File: src/rtl/cpu_types_pkg.sv
// Shared CPU datapath types: machine word, opcode field and request-unit state encoding.
// Latency: n/a (types only).
// Backpressure: n/a (types only).
package cpu_types_pkg;

    typedef logic [31:0] word_t;

    typedef enum logic [5:0] {
        RTYPE = 6'b000000,
        J     = 6'b000010,
        JAL   = 6'b000011,
        BEQ   = 6'b000100,
        BNE   = 6'b000101,
        ADDI  = 6'b001000,
        LW    = 6'b100011,
        SW    = 6'b101011,
        HALT  = 6'b111111
    } opcode_t;

    // IFETCH: waiting on instruction; DMEM: holding datapath for a load/store;
    // HALTED: absorbing, left only through reset.
    typedef enum logic [1:0] {
        IFETCH = 2'd0,
        DMEM   = 2'd1,
        HALTED = 2'd2
    } req_state_t;

endpackage

File: src/rtl/request_unit_sat_counter.sv
// Saturating up-counter used for the request unit's optional performance counters.
// Latency: count reflects an enable one cycle later; holds at all-ones once reached.
// Backpressure: none; increments whenever en is high and not saturated.
module sat_counter #(
    parameter int CNT_W = 32
) (
    input  logic             CLK,
    input  logic             RST,
    input  logic             en,
    output logic [CNT_W-1:0] count
);

    logic [CNT_W-1:0] r_count;

    // Count enabled cycles, sticking at all-ones instead of wrapping.
    always_ff @(posedge CLK or posedge RST) begin
        if (RST) begin
            r_count <= '0;
        end else if (en && (r_count != {CNT_W{1'b1}})) begin
            r_count <= r_count + 1'b1;
        end
    end

    assign count = r_count;

endmodule

File: src/rtl/request_unit.sv
// Sequences instruction/data memory requests and gates PC advance and register write.
// Latency: non-memory instr retires in its ihit cycle; load/store issues data request 1 cycle after ihit, retires on dhit.
// Backpressure: datapath held (pc_en=0) while a data access is outstanding; HALTED absorbs until RST.
// Optional feature: REQUEST_UNIT_PERF_EN adds saturating instr_cnt/stall_cnt counters.
module request_unit
    import cpu_types_pkg::*;
#(
    parameter int CNT_W = 32
) (
    input  logic             CLK,
    input  logic             RST,
    input  logic             ihit,
    input  logic             dhit,
    input  logic             iread,
    input  logic             dread,
    input  logic             dwrite,
    input  logic             RegWr,
    input  logic             halt,
    output logic             imemREN,
    output logic             dmemREN,
    output logic             dmemWEN,
    output logic             pc_en,
    output logic             reg_wen,
    output logic             halt_o
`ifdef REQUEST_UNIT_PERF_EN
    ,
    output logic [CNT_W-1:0] instr_cnt,
    output logic [CNT_W-1:0] stall_cnt
`endif
);

    req_state_t r_state;
    req_state_t w_next_state;
    logic       r_dmem_ren;
    logic       r_dmem_wen;
    logic       r_halt;
    logic       w_dmem_ren_nxt;
    logic       w_dmem_wen_nxt;
    logic       w_halt_nxt;
    logic       w_imem_ren;
    logic       w_pc_en;
    logic       w_reg_wen;

    // State and registered request strobes; reset drops any in-flight data request.
    always_ff @(posedge CLK or posedge RST) begin
        if (RST) begin
            r_state    <= IFETCH;
            r_dmem_ren <= 1'b0;
            r_dmem_wen <= 1'b0;
            r_halt     <= 1'b0;
        end else begin
            r_state    <= w_next_state;
            r_dmem_ren <= w_dmem_ren_nxt;
            r_dmem_wen <= w_dmem_wen_nxt;
            r_halt     <= w_halt_nxt;
        end
    end

    // Next-state and combinational retire strobes; a store wins over a load when both decode.
    always_comb begin
        w_next_state   = r_state;
        w_dmem_ren_nxt = r_dmem_ren;
        w_dmem_wen_nxt = r_dmem_wen;
        w_halt_nxt     = r_halt;
        w_imem_ren     = 1'b0;
        w_pc_en        = 1'b0;
        w_reg_wen      = 1'b0;
        unique case (r_state)
            IFETCH: begin
                w_imem_ren = iread;
                if (ihit) begin
                    if (halt) begin
                        w_next_state = HALTED;
                        w_halt_nxt   = 1'b1;
                    end else if (dread || dwrite) begin
                        w_next_state   = DMEM;
                        w_dmem_wen_nxt = dwrite;
                        w_dmem_ren_nxt = dread & ~dwrite;
                    end else begin
                        w_pc_en   = 1'b1;
                        w_reg_wen = RegWr;
                    end
                end
            end
            DMEM: begin
                if (dhit) begin
                    w_next_state   = IFETCH;
                    w_dmem_ren_nxt = 1'b0;
                    w_dmem_wen_nxt = 1'b0;
                    w_pc_en        = 1'b1;
                    w_reg_wen      = RegWr;
                end
            end
            HALTED: begin
                w_next_state = HALTED;
            end
            default: begin
                w_next_state   = IFETCH;
                w_dmem_ren_nxt = 1'b0;
                w_dmem_wen_nxt = 1'b0;
            end
        endcase
    end

    // Retire strobes are suppressed while reset is held so no PC update leaks out of it.
    assign imemREN = w_imem_ren;
    assign pc_en   = w_pc_en & ~RST;
    assign reg_wen = w_reg_wen & ~RST;
    assign dmemREN = r_dmem_ren;
    assign dmemWEN = r_dmem_wen;
    assign halt_o  = r_halt;

`ifdef REQUEST_UNIT_PERF_EN
    logic w_stall_en;

    // A stall cycle is any DMEM cycle the data access has not completed yet.
    assign w_stall_en = (r_state == DMEM) && !dhit;

    sat_counter #(.CNT_W(CNT_W)) u_instr_cnt (
        .CLK   (CLK),
        .RST   (RST),
        .en    (pc_en),
        .count (instr_cnt)
    );

    sat_counter #(.CNT_W(CNT_W)) u_stall_cnt (
        .CLK   (CLK),
        .RST   (RST),
        .en    (w_stall_en),
        .count (stall_cnt)
    );
`endif

endmodule

File: config.mk
export PLATFORM = sky130hd
export DESIGN_NAME = request_unit
export DESIGN_NICKNAME = d
export VERILOG_FILES = /design/src/rtl/cpu_types_pkg.sv /design/src/rtl/request_unit_sat_counter.sv /design/src/rtl/request_unit.sv
export SDC_FILE = /design/constraint.sdc
export NUM_CORES = 1
export LEC_CHECK = 0
export CORE_AREA = 2 2 39 41
export DETAILED_ROUTE_END_ITERATION = 10
export DIE_AREA = 0 0 41 43
export PLACE_DENSITY = 0.58
export SETUP_SLACK_MARGIN = 0.05
export SYNTH_ARGS = -nofsm -noshare
export SYNTH_HDL_FRONTEND = slang
export SYNTH_SLANG_ARGS = --single-unit
export TNS_END_PERCENT = 100
File: constraint.sdc
create_clock -name CLK -period 1.2 [get_ports CLK]
set_clock_uncertainty 0.05 [all_clocks]
set_input_delay 0.24 -clock CLK [delete_from_list [all_inputs] [get_ports CLK]]
set_output_delay 0.24 -clock CLK [all_outputs]
set_load 0.01 [all_outputs]
**Placed cells, one colour a class**

Scale bar: 10 um.
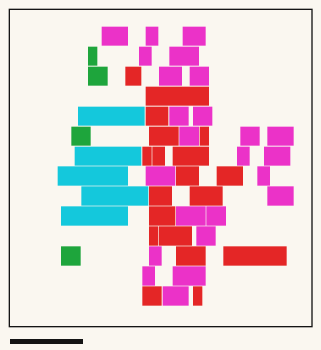
- magenta: remaining buffers and delay cells (cells 24)
- red: combinational and other logic (cells 19)
- green: clock drivers and dummy loads (cells 4)
- cyan: sequential cells (cells 5)

**Track usage over the die**

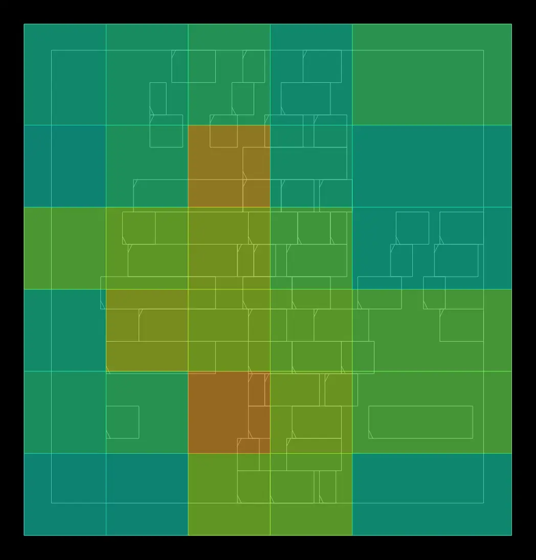
met3 track demand over resource: 1.57%
core occupancy in the finished layout: 40.3%

==> flow report <==
RUN STATUS
----------------------------------------------------------------------------------------
Outcome ................................................................... finished with violations
Violations in the final reports ........................................... setup timing

WORST SETUP PATH
----------------------------------------------------------------------------------------
CP top delay family ....................................................... simple AND/OR/NAND/NOR gates
Critical-path maximum fanout ..............................................            2
Cell type with the highest occurrence count on the critical path .......... sky130_fd_sc_hd__nor4b_4
Number of buffers and inverters on the critical path ......................            1

SYNTHESIS
----------------------------------------------------------------------------------------
Sequential fraction of the synthesis area .................................        46.5%
Netlist area before placement .............................................      269 um2
Yosys warning total .......................................................            0
Area fraction in mux cells ................................................           0%
Synthesized area per cell .................................................     11.2 um2
Proportion of netlist area held by the largest area contributor ...........        46.5%
Post-synth area hogs ...................................................... sky130_fd_sc_hd__dfrtp_1 (47%), sky130_fd_sc_hd__nor4b_4 (8.8%), sky130_fd_sc_hd__nor4b_2 (5.6%)
Instance tally after logic synthesis ......................................           24
Post-synthesis share of cell area spent on and-or and or-and gates ........        20.0%

DRT
----------------------------------------------------------------------------------------
Number of detailed-route iterations in the first pass .....................            2
Number of nets with antenna violations after routing ......................            0
Average wire per standard cell ............................................      10.7 um
Total wirelength of the detailed-routed design ............................       730 um
Routed vias/inst ..........................................................         4.15

PLACEMENT
----------------------------------------------------------------------------------------
Number of placed instances with taps included .............................           62
Final RePlAce weighted congestion .........................................        0.667
Buffers added on ports ....................................................           14

TIMING
----------------------------------------------------------------------------------------
Final Hold Slack ..........................................................     0.276 ns
Relative slew margins .....................................................        82.5%
Final WS setup ............................................................    -0.547 ns
Total setup violations reported at the end of the flow ....................            6
Final min period ..........................................................      1.75 ns
Worst-Margin Slew .........................................................     0.262 ns
Final Hold Vio Count ......................................................            0
Portion of the clock cycle consumed by the worst path in the final layout .         146%

FLOORPLANNING
----------------------------------------------------------------------------------------
Placeable core area .......................................................     1380 um2
Fraction of the core area occupied by cells at floorplan ..................        19.4%
Std cell rows .............................................................           14

LAYOUT
----------------------------------------------------------------------------------------
Layout cells sized above 1 ................................................        59.6%
# nets final ..............................................................           62
Post-route non-filler standard cell count .................................           68
Count of antenna diodes in the layout .....................................            0

CLOCK TREE
----------------------------------------------------------------------------------------
CTS Buf Count .............................................................            3
Clock transition at the registers of the reported paths ...................      0.04 ns
Maximum level of the CTS H-tree ...........................................            1
Clk ins delay skew pair ...................................................      0.23 ns

GLOBAL ROUTING
----------------------------------------------------------------------------------------
Largest net degree at the start of global routing .........................            7
First-pass GRT wire length ................................................      1170 um
Total congestion overflow after global routing ............................            0

POWER
----------------------------------------------------------------------------------------
Overall power after layout ................................................     0.625 mW
Leakage power total .......................................................     0.258 nW

JOB
----------------------------------------------------------------------------------------
Max-cap viol count ........................................................            0
Tally of OpenROAD warnings ................................................           29

**Drive-strength map**

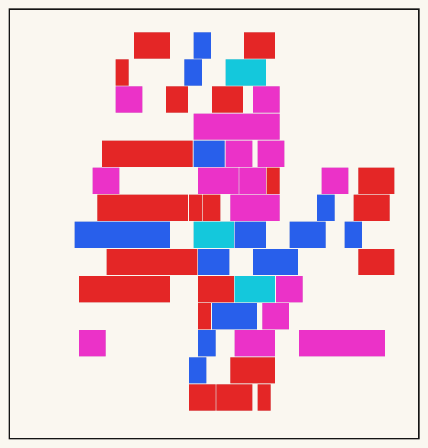
- magenta: _3 and _4 cells (cells 15; share 29%)
- blue: _2 cells (cells 13; share 25%)
- cyan: _6 and larger (cells 3; share 5.8%)
- red: _0 and _1 cells (cells 21; share 40%)

**Signal metal coverage by tile**

Scale bar: 10 um. 8 x 9 tiles, from dark purple (low) to yellow (high), scaled to the fullest tile. Values are wire area over tile area, all layers added.
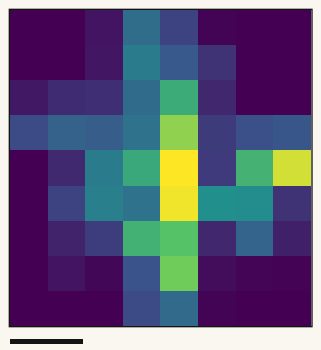
- emptiest ninth of the die: north-east
- densest ninth of the die: centre
- fullest tile: 0.28
- tiles over half the peak: 14%

[where the power goes]
part	internal (mW)	total (mW)	switching, mW	leakage, nW
logic	0.113	0.201	0.0876	0.186
clock network	0.125	0.186	0.0607	0.0150
registers	0.213	0.238	0.0246	0.0565
total	0.452	0.625	0.173	0.258
[layer usage]
layer | track usage, % | share of wire, %
met1 | 10.9 | 35
met2 | 15.6 | 59
met3 | 1.57 | 5.6
met4 | 8.00 | 0
met5 | 0 | 0
[flip-flops by register name, indices dropped and copies added (netlist names)]
name,cells
dmemREN,1
dmemWEN,1
halt_o,1
r_state,2
[repair_timing]
action,CTS,global route
setup buffers,2,2
resized,26,11
setup endpoints to repair,9,9
hold buffers,0,0
pin swaps,4,6
[cell type report]
type                       count  share of cell area, %
inverter                       1                  0.673
timing repair buffer          24                   35.2
sequential                     5                   22.6
multi-input combinational     18                   33.2
clock buffer                   4                   4.71
tap                           16                   3.59
[final timing paths]
path | startpoint | to | slack (ns) | depth (start not counted)
setup reg to reg | r_state[0]$_DFFE_PP0P_ | r_state[0]$_DFFE_PP0P_ | -0.15 | 3
max in group asynchronous | RST | r_state[0]$_DFFE_PP0P_ | 0.54 | 3
setup / recovery | r_state[1]$_DFFE_PP0P_ | reg_wen | -0.55 | 4
min in group asynchronous | RST | r_state[1]$_DFFE_PP0P_ | 0.38 | 3
hold / removal | dread | dmemREN$_DFFE_PP0P_ | 0.28 | 3
hold reg to reg | halt_o$_DFFE_PP0P_ | halt_o$_DFFE_PP0P_ | 0.42 | 1
[stage by stage]
stage | util [%] | TNS (ns) | cell area [um2] | setup slack [ns]
6_report | 40.3 | -1.60 | 558 | -0.547
5_1_grt | 40.3 | -1.93 | 558 | -0.625
4_1_cts | 40.0 | -1.73 | 553 | -0.575
3_5_place_dp | 36.4 | -3.70 | 504 | -1.03
3_3_place_gp | 36.4 | -3.65 | 504 | -1.00
2_1_floorplan | - | -0.545 | 284 | -0.258
[worst reg2reg max path: stages, from the launching register on]
cell                      delay (ns)
sky130_fd_sc_hd__dfrtp_2        0.42
sky130_fd_sc_hd__buf_6          0.14
sky130_fd_sc_hd__or4b_4         0.53
sky130_fd_sc_hd__a21oi_2        0.13
[cell families (layout without fill, tap and decap cells)]
family	after synthesis	in the layout
compound gates	7	7
buf+inv	1	29
simple gates	11	11
flops	5	5
[cells in the mapped netlist]
| master | instances |
|---|---|
| sky130_fd_sc_hd__nor3_1 | 1 |
| sky130_fd_sc_hd__nor4b_4 | 1 |
| sky130_fd_sc_hd__or4b_1 | 1 |
| sky130_fd_sc_hd__a31o_2 | 1 |
| sky130_fd_sc_hd__o21ai_0 | 1 |
| sky130_fd_sc_hd__a32o_1 | 1 |
| sky130_fd_sc_hd__nand2_1 | 2 |
| sky130_fd_sc_hd__inv_1 | 1 |
| sky130_fd_sc_hd__and2_1 | 1 |
| sky130_fd_sc_hd__a22oi_1 | 1 |
| sky130_fd_sc_hd__or2b_1 | 1 |
| sky130_fd_sc_hd__a22oi_2 | 1 |
| sky130_fd_sc_hd__dfrtp_1 | 5 |
| sky130_fd_sc_hd__nor2_1 | 3 |
| sky130_fd_sc_hd__nor4b_2 | 1 |
| sky130_fd_sc_hd__a21oi_1 | 2 |
Power figures rest on the tool's default switching activity, not on a simulated workload.
